$ cat config.mk
export PLATFORM = sky130hd
export DESIGN_NAME = axi_rdata_xbar
export DESIGN_NICKNAME = d
export VERILOG_FILES = /design/src/rtl/axi_rdata_xbar.sv
export SDC_FILE = /design/constraint.sdc
export NUM_CORES = 1
export LEC_CHECK = 0
export CAP_MARGIN = 20
export CORE_ASPECT_RATIO = 1.1
export CORE_MARGIN = 2
export CORE_UTILIZATION = 41
export DETAILED_ROUTE_END_ITERATION = 7
export MAX_ROUTING_LAYER = met4
export PLACE_DENSITY = 0.93
export SYNTH_ARGS = -nofsm -noshare
export SYNTH_HDL_FRONTEND = slang
export SYNTH_SLANG_ARGS = --single-unit
$ cat constraint.sdc
create_clock -name clk -period 8.3 [get_ports clk]
set_input_delay 1.66 -clock clk [delete_from_list [all_inputs] [get_ports clk]]
set_output_delay 1.66 -clock clk [all_outputs]
set_load 0.02 [all_outputs]
$ cat src/rtl/axi_rdata_xbar.sv
// AXI R-channel crossbar: routes read beats from NUM_S slaves to NUM_M masters by RID master index.
// Latency: 0 cycles (combinational forwarding); +1 cycle with AXI_RDX_PIPE_EN (2-entry skid slice per master).
// Backpressure: m_rready gates s_rready of the granted slave; with AXI_RDX_PIPE_EN s_rready follows slice occupancy only.
//
// Ports:
//   clk, rst              clock, asynchronous active-high reset
//   s_rid/s_rdata/s_rresp/s_rlast/s_rvalid/s_rready   NUM_S slave R channels, slave k in slice k
//   m_rid/m_rdata/m_rresp/m_rlast/m_rvalid/m_rready   NUM_M master R channels, master m in slice m
//   drop_err              pulses when a beat with an out-of-range master index is discarded
//
// Optional build macro: AXI_RDX_PIPE_EN (registered master outputs through a 2-entry skid slice).
//
// Each master has its own round-robin arbiter. Once a beat from the granted slave is presented
// and the burst is not finished, the arbiter locks onto that slave until the RLAST handshake, so
// bursts are never interleaved and a presented beat is never withdrawn by re-arbitration.

module axi_rdata_xbar #(
    parameter int NUM_S  = 3,
    parameter int NUM_M  = 2,
    parameter int ID_W   = 4,
    parameter int DATA_W = 32,
    parameter int MIDX_W = 4,
    localparam int IDS_W = MIDX_W + ID_W
) (
    input  logic                     clk,
    input  logic                     rst,
    input  logic [NUM_S*IDS_W-1:0]   s_rid,
    input  logic [NUM_S*DATA_W-1:0]  s_rdata,
    input  logic [NUM_S*2-1:0]       s_rresp,
    input  logic [NUM_S-1:0]         s_rlast,
    input  logic [NUM_S-1:0]         s_rvalid,
    output logic [NUM_S-1:0]         s_rready,
    output logic [NUM_M*ID_W-1:0]    m_rid,
    output logic [NUM_M*DATA_W-1:0]  m_rdata,
    output logic [NUM_M*2-1:0]       m_rresp,
    output logic [NUM_M-1:0]         m_rlast,
    output logic [NUM_M-1:0]         m_rvalid,
    input  logic [NUM_M-1:0]         m_rready,
    output logic                     drop_err
);

    localparam int SW = (NUM_S > 1) ? $clog2(NUM_S) : 1;

    typedef struct packed {
        logic [ID_W-1:0]   id;
        logic [DATA_W-1:0] data;
        logic [1:0]        resp;
        logic              last;
    } beat_t;

    // (base + off) mod NUM_S for off in 0..NUM_S-1
    function automatic logic [SW-1:0] wrap_inc(input logic [SW-1:0] base, input int off);
        int s;
        s = int'(base) + off;
        if (s >= NUM_S) s = s - NUM_S;
        return SW'(s);
    endfunction

    logic [MIDX_W-1:0] tgt      [NUM_S];
    logic [SW-1:0]     rr_ptr   [NUM_M];
    logic [SW-1:0]     lock_slv [NUM_M];
    logic [NUM_M-1:0]  lock;
    logic [SW-1:0]     gnt      [NUM_M];
    logic [NUM_M-1:0]  gnt_vld;
    logic [NUM_M-1:0]  beat_vld;   // granted slave is presenting a beat
    logic [NUM_M-1:0]  beat_acc;   // that beat is taken by the output stage this cycle
    logic [NUM_M-1:0]  out_rdy;    // output stage can take a beat
    beat_t             in_beat  [NUM_M];

    // ------------------------------------------------------------------
    // Target decode: master index lives above the master-side ID bits
    // ------------------------------------------------------------------
    always_comb begin
        for (int k = 0; k < NUM_S; k++) begin
            tgt[k] = s_rid[k*IDS_W + ID_W +: MIDX_W];
        end
    end

    // ------------------------------------------------------------------
    // Per-master arbitration
    // ------------------------------------------------------------------
    always_comb begin
        for (int m = 0; m < NUM_M; m++) begin
            gnt[m]     = '0;
            gnt_vld[m] = 1'b0;
            if (lock[m]) begin
                gnt[m]     = lock_slv[m];
                gnt_vld[m] = 1'b1;
            end else begin
                // Walk offsets high to low so the lowest offset from rr_ptr wins.
                for (int off = NUM_S - 1; off >= 0; off--) begin
                    if (s_rvalid[wrap_inc(rr_ptr[m], off)] &&
                        tgt[wrap_inc(rr_ptr[m], off)] == MIDX_W'(m)) begin
                        gnt[m]     = wrap_inc(rr_ptr[m], off);
                        gnt_vld[m] = 1'b1;
                    end
                end
            end
        end
    end

    // Mux the granted slave's beat for each master
    always_comb begin
        for (int m = 0; m < NUM_M; m++) begin
            beat_vld[m] = gnt_vld[m] & s_rvalid[gnt[m]];
            beat_acc[m] = beat_vld[m] & out_rdy[m];
            in_beat[m]  = '0;
            if (beat_vld[m]) begin
                in_beat[m].id   = s_rid[int'(gnt[m])*IDS_W +: ID_W];
                in_beat[m].data = s_rdata[int'(gnt[m])*DATA_W +: DATA_W];
                in_beat[m].resp = s_rresp[int'(gnt[m])*2 +: 2];
                in_beat[m].last = s_rlast[gnt[m]];
            end
        end
    end

    // ------------------------------------------------------------------
    // Slave readies and drop detection
    // ------------------------------------------------------------------
    always_comb begin
        s_rready = '0;
        drop_err = 1'b0;
        // Beats addressed to a non-existent master are sunk so the slave cannot stall.
        for (int k = 0; k < NUM_S; k++) begin
            if (s_rvalid[k] && int'(tgt[k]) >= NUM_M) begin
                s_rready[k] = 1'b1;
                drop_err    = 1'b1;
            end
        end
        // Targets are unique per beat, so no slave is granted by two masters.
        for (int m = 0; m < NUM_M; m++) begin
            if (beat_acc[m]) begin
                s_rready[gnt[m]] = 1'b1;
            end
        end
        if (rst) begin
            s_rready = '0;
            drop_err = 1'b0;
        end
    end

    // ------------------------------------------------------------------
    // Lock and round-robin pointer state
    // ------------------------------------------------------------------
    always_ff @(posedge clk or posedge rst) begin
        if (rst) begin
            lock <= '0;
            for (int m = 0; m < NUM_M; m++) begin
                rr_ptr[m]   <= '0;
                lock_slv[m] <= '0;
            end
        end else begin
            for (int m = 0; m < NUM_M; m++) begin
                if (beat_acc[m] && in_beat[m].last) begin
                    lock[m]   <= 1'b0;
                    rr_ptr[m] <= wrap_inc(gnt[m], 1);
                end else if (beat_vld[m]) begin
                    // Beat stalled or mid-burst: hold this slave until its RLAST handshake.
                    lock[m]     <= 1'b1;
                    lock_slv[m] <= gnt[m];
                end
            end
        end
    end

`ifdef AXI_RDX_PIPE_EN
    // ------------------------------------------------------------------
    // 2-entry skid slice per master; ready depends only on occupancy
    // ------------------------------------------------------------------
    beat_t            slc_mem [NUM_M][2];
    logic [NUM_M-1:0] slc_wp;
    logic [NUM_M-1:0] slc_rp;
    logic [1:0]       slc_cnt [NUM_M];
    logic [NUM_M-1:0] slc_pop;

    always_comb begin
        for (int m = 0; m < NUM_M; m++) begin
            out_rdy[m] = (slc_cnt[m] != 2'd2);
            slc_pop[m] = (slc_cnt[m] != 2'd0) & m_rready[m];
        end
    end

    always_ff @(posedge clk or posedge rst) begin
        if (rst) begin
            slc_wp <= '0;
            slc_rp <= '0;
            for (int m = 0; m < NUM_M; m++) begin
                slc_cnt[m]    <= 2'd0;
                slc_mem[m][0] <= '0;
                slc_mem[m][1] <= '0;
            end
        end else begin
            for (int m = 0; m < NUM_M; m++) begin
                if (beat_acc[m]) begin
                    slc_mem[m][slc_wp[m]] <= in_beat[m];
                    slc_wp[m]             <= ~slc_wp[m];
                end
                if (slc_pop[m]) begin
                    slc_rp[m] <= ~slc_rp[m];
                end
                case ({beat_acc[m], slc_pop[m]})
                    2'b10:   slc_cnt[m] <= slc_cnt[m] + 2'd1;
                    2'b01:   slc_cnt[m] <= slc_cnt[m] - 2'd1;
                    default: slc_cnt[m] <= slc_cnt[m];
                endcase
            end
        end
    end

    always_comb begin
        m_rid    = '0;
        m_rdata  = '0;
        m_rresp  = '0;
        m_rlast  = '0;
        m_rvalid = '0;
        for (int m = 0; m < NUM_M; m++) begin
            if (slc_cnt[m] != 2'd0) begin
                m_rvalid[m]                  = 1'b1;
                m_rid[m*ID_W +: ID_W]        = slc_mem[m][slc_rp[m]].id;
                m_rdata[m*DATA_W +: DATA_W]  = slc_mem[m][slc_rp[m]].data;
                m_rresp[m*2 +: 2]            = slc_mem[m][slc_rp[m]].resp;
                m_rlast[m]                   = slc_mem[m][slc_rp[m]].last;
            end
        end
    end
`else
    // ------------------------------------------------------------------
    // Combinational forwarding
    // ------------------------------------------------------------------
    always_comb begin
        out_rdy = m_rready;
    end

    always_comb begin
        m_rid    = '0;
        m_rdata  = '0;
        m_rresp  = '0;
        m_rlast  = '0;
        m_rvalid = '0;
        for (int m = 0; m < NUM_M; m++) begin
            if (!rst && beat_vld[m]) begin
                m_rvalid[m]                  = 1'b1;
                m_rid[m*ID_W +: ID_W]        = in_beat[m].id;
                m_rdata[m*DATA_W +: DATA_W]  = in_beat[m].data;
                m_rresp[m*2 +: 2]            = in_beat[m].resp;
                m_rlast[m]                   = in_beat[m].last;
            end
        end
    end
`endif

endmodule

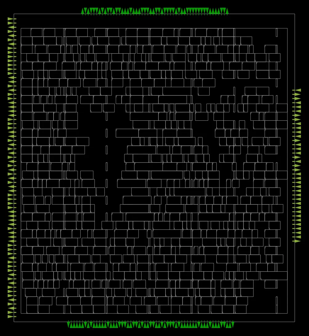
Figure 1: run 1, placement view.
Core Util, Final: 72.18%
final std cells w/o fill: 788
row cnt: 34
flop count: 10

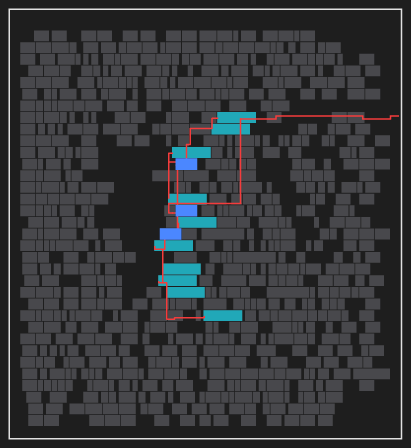
Figure 2: run 1, clock network drawn from the DEF.
flip-flops -> cyan  # count 10
clock-net drivers -> blue  # count 3
clock wires -> red  # length 180 um
routed clock nets = 4
Late-Pin Clk Latency: 0.23 ns
clock share of power: 3.9%
clk_skew: 0.001971 ns

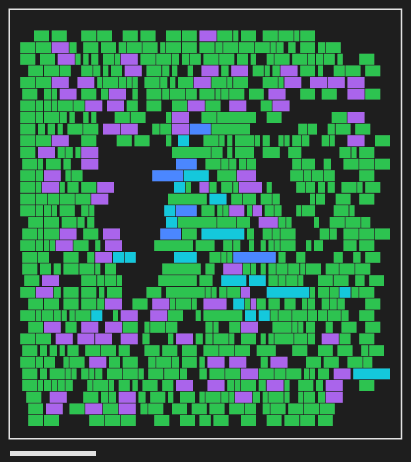
Figure 3: run 1, drive-strength map.
Scale bar: 20 um.
x3 and x4 -> cyan  # cells 19, share 2.8%
x1 and smaller -> green  # cells 569, share 84%
x6 and larger -> blue  # cells 6, share 0.88%
x2 -> purple  # cells 86, share 13%
final instance area: 5773 um^2
buffers outside the clock class: 232
PnR worst setup slack: 0.6048 ns
Area Overhead vs Synth: 68.46%

==> results.txt, run 1 <==
Synth async-reset ratio -> 100.0%
Register clock-pin slew on the reported worst setup and hold paths -> 0.05 ns
Cell Chain, Critical Path -> clkdlybuf4s50_1, nor4b_4, a31oi_1, and3b_1, or4_1, a211oi_2, o31a_2, nand2_1, buf_12, nor2_1, clkdlybuf4s50_1
Kind of critical path -> input pin to output port
Chip Area, Yosys -> 3427 um^2
Layout fillers -> 637
Sum Neg Setup Slack -> 0 ns
ClkCell Share -> 0.9536%
Buffer count from post-CTS setup fixing -> 0
Fraction of layout cells with a size suffix above 1 -> 16.32%
Multi-input logic area -> 2932 um^2
M1 WL -> 5.925 mm
Drt first pass iters -> 6
Vias per cell -> 6.135
Worst Path Arrival -> 6.04 ns
Logic Gate Count -> 413
# clk buffers -> 4
Largest type area fraction -> 24.97%
Most numerous logic cell after layout -> clkdlybuf4s50_1
Hold_ws -> 0.5217 ns
Power in the clock group -> 0.0600 mW
Slew of the pin with the lowest slew margin -> 0.7916 ns
Post-synth EDFFs -> 0
Met2 usage -> 56.07%
RSZ-0062 raised after global routing -> no
Flip-flop and latch area -> 250.2 um^2
Seq/Total Area, Yosys -> 7.302%
Slew Limit Fails -> 0
Psw -> 0.8257 mW
Maxcap violations -> 0
Final #Nets -> 825
Init Core Util -> 42.85%
M3 GR Usage -> 6.156%
Initial antenna violation count -> 0
Pwr top -> combinational cells
Hold path start -> lock_slv[0]$_DFFE_PP0P_
Worst min-delay path class -> flip-flop to flip-flop
Largest delay contributor family on the critical path -> simple AND/OR/NAND/NOR gates
Sequential cell fraction of total power -> 5.7%
Type of origin of the critical path -> input pin
And+or+nand+nor area frac -> 27.09%
Status -> finished, final reports clean
Synth unique cells -> 61
Total tool warning count -> 30
Chip area -> 9107 um^2
Crit end category -> output port
Number of diodes -> 0
Seq area share -> 4.335%
Ao+oa area frac -> 27.05%
Final GP Congestion -> 1.018
==> run 1 -> run 2 <==
Settings changed: CTS_CLUSTER_SIZE set to 12.
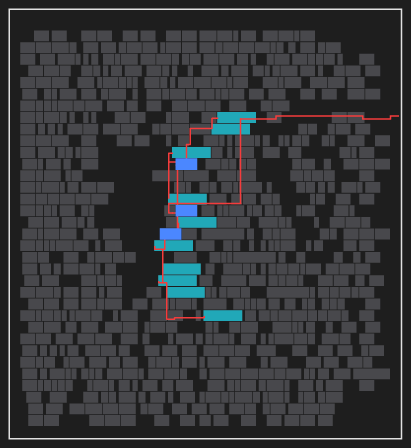
Figure 4: run 2, clock network drawn from the DEF.
clock-net drivers -> blue  # count 3
flip-flops -> cyan  # count 10
clock wires -> red  # length 180 um
routed clock nets = 4
flops lie = middle
power in the clock group: 0.0600 mW

==> run 2 against run 1 <==
Net effect:
- non-clock buffer count unchanged
- flip-flop count unchanged
- fmax unchanged
- core utilization unchanged
- final cell count unchanged
- final area unchanged
- synthesized cell count unchanged
- critical path depth unchanged
- worst hold slack unchanged
- sequential power about the same
- largest power group unchanged
- highest routed layer unchanged
==> results.txt, run 2 <==
Multi-input logic area -> 2932 um^2 (unchanged)
Cell Chain, Critical Path -> clkdlybuf4s50_1, nor4b_4, a31oi_1, and3b_1, or4_1, a211oi_2, o31a_2, nand2_1, buf_12, nor2_1, clkdlybuf4s50_1
Largest type area fraction -> 24.97% (unchanged)
Register clock-pin slew on the reported worst setup and hold paths -> 0.05 ns (about the same)
ClkCell Share -> 0.9536% (unchanged)
Worst Hold Depth -> 2
Slew of the pin with the lowest slew margin -> 0.7916 ns (unchanged)
Min-Delay Endpoint -> lock_slv[0]$_DFFE_PP0P_
Late-Pin Clk Latency -> 0.23 ns (about the same)
Final std cells w/o fill -> 788 (unchanged)
Power Dens Cells -> 270.0 nW/um^2
Well tap count -> 108
Synth unique cells -> 61 (unchanged)
Max Fclk -> 130.0 MHz
Final GP Congestion -> 1.018 (unchanged)
Adder share -> 2.921%
Final Hold Vio Count -> 0
Final instance area -> 5773 um^2 (unchanged)
Buffers outside the clock class -> 232 (unchanged)
Init Core Util -> 42.85% (unchanged)
Core Util, Final -> 72.18% (unchanged)
Synth async-reset ratio -> 100.0% (unchanged)
Sequential cell fraction of total power -> 5.7% (about the same)
Hold_ws -> 0.5217 ns (unchanged)
Critical path buffers and inverters -> 3
Layout fillers -> 637 (unchanged)
Post-synth EDFFs -> 0 (unchanged)
# clk buffers -> 4 (unchanged)
Logic Gate Count -> 413 (unchanged)
Die width -> 91.17 um
Clk_skew -> 0.001971 ns (unchanged)
Pwr top -> combinational cells
RSZ-0062 raised after global routing -> no
Gate count after technology mapping -> 487
PnR worst setup slack -> 0.6048 ns (unchanged)
Psw -> 0.8257 mW (unchanged)
Area Overhead vs Synth -> 68.46% (unchanged)
Initial antenna violation count -> 0 (unchanged)
Most numerous logic cell after layout -> clkdlybuf4s50_1
Syn. warnings -> 0
Chip Area, Yosys -> 3427 um^2 (unchanged)
Maximum clock path buffer count -> 2
Fraction of layout cells with a size suffix above 1 -> 16.32% (unchanged)
VDD IR max -> 0.1433 mV
Status -> finished, final reports clean
Sum Neg Setup Slack -> 0 ns (unchanged)
Largest area contributor in the netlist -> mux2_2
Largest delay contributor family on the critical path -> simple AND/OR/NAND/NOR gates
Clock share of power -> 3.9% (about the same)
Regs by FF count -> lock_slv: 4 flops, rr_ptr: 4 flops, lock: 2 flops
Flop count -> 10 (unchanged)
Signal buf overhead -> 40.23%
Maxcap violations -> 0 (unchanged)
Ports -> 220
Met2 usage -> 56.07% (unchanged)
Kind of critical path -> input pin to output port
Slew margin rel. -> 47.10%
Cell leakage power -> 2.252 nW
Drt first pass iters -> 6 (unchanged)
R2R setup slack -> 4.95 ns
Final min period -> 7.695 ns
Flip-flop and latch area -> 250.2 um^2 (unchanged)
Seq/Total Area, Yosys -> 7.302% (unchanged)
Total tool warning count -> 30 (unchanged)
Worst Path Arrival -> 6.04 ns (about the same)
Seq area share -> 4.335% (unchanged)
Slew Limit Fails -> 0 (unchanged)
Chip area -> 9107 um^2 (unchanged)
Vias in the first global route -> 4910
M1 WL -> 5.925 mm (unchanged)
GRT Total Usage -> 32.46%
Avg WL per Cell -> 19.28 um
Overall power -> 1.559 mW
Row cnt -> 34 (unchanged)
Hold path start -> lock_slv[0]$_DFFE_PP0P_
Via Count -> 4834
Levels on crit path -> 11
Ao+oa area frac -> 27.05% (unchanged)
Hold-fix buffers, CTS -> 0
Htree depth -> 1
Crit end category -> output port
M3 GR Usage -> 6.156% (unchanged)
Vias per cell -> 6.135 (unchanged)
Final #Nets -> 825 (unchanged)
IO buf count -> 219
Worst min-delay path class -> flip-flop to flip-flop
Number of diodes -> 0 (unchanged)
Buffer count from post-CTS setup fixing -> 0 (unchanged)
And+or+nand+nor area frac -> 27.09% (unchanged)
Type of origin of the critical path -> input pin
Power figures rest on the tool's default switching activity, not on a simulated workload.
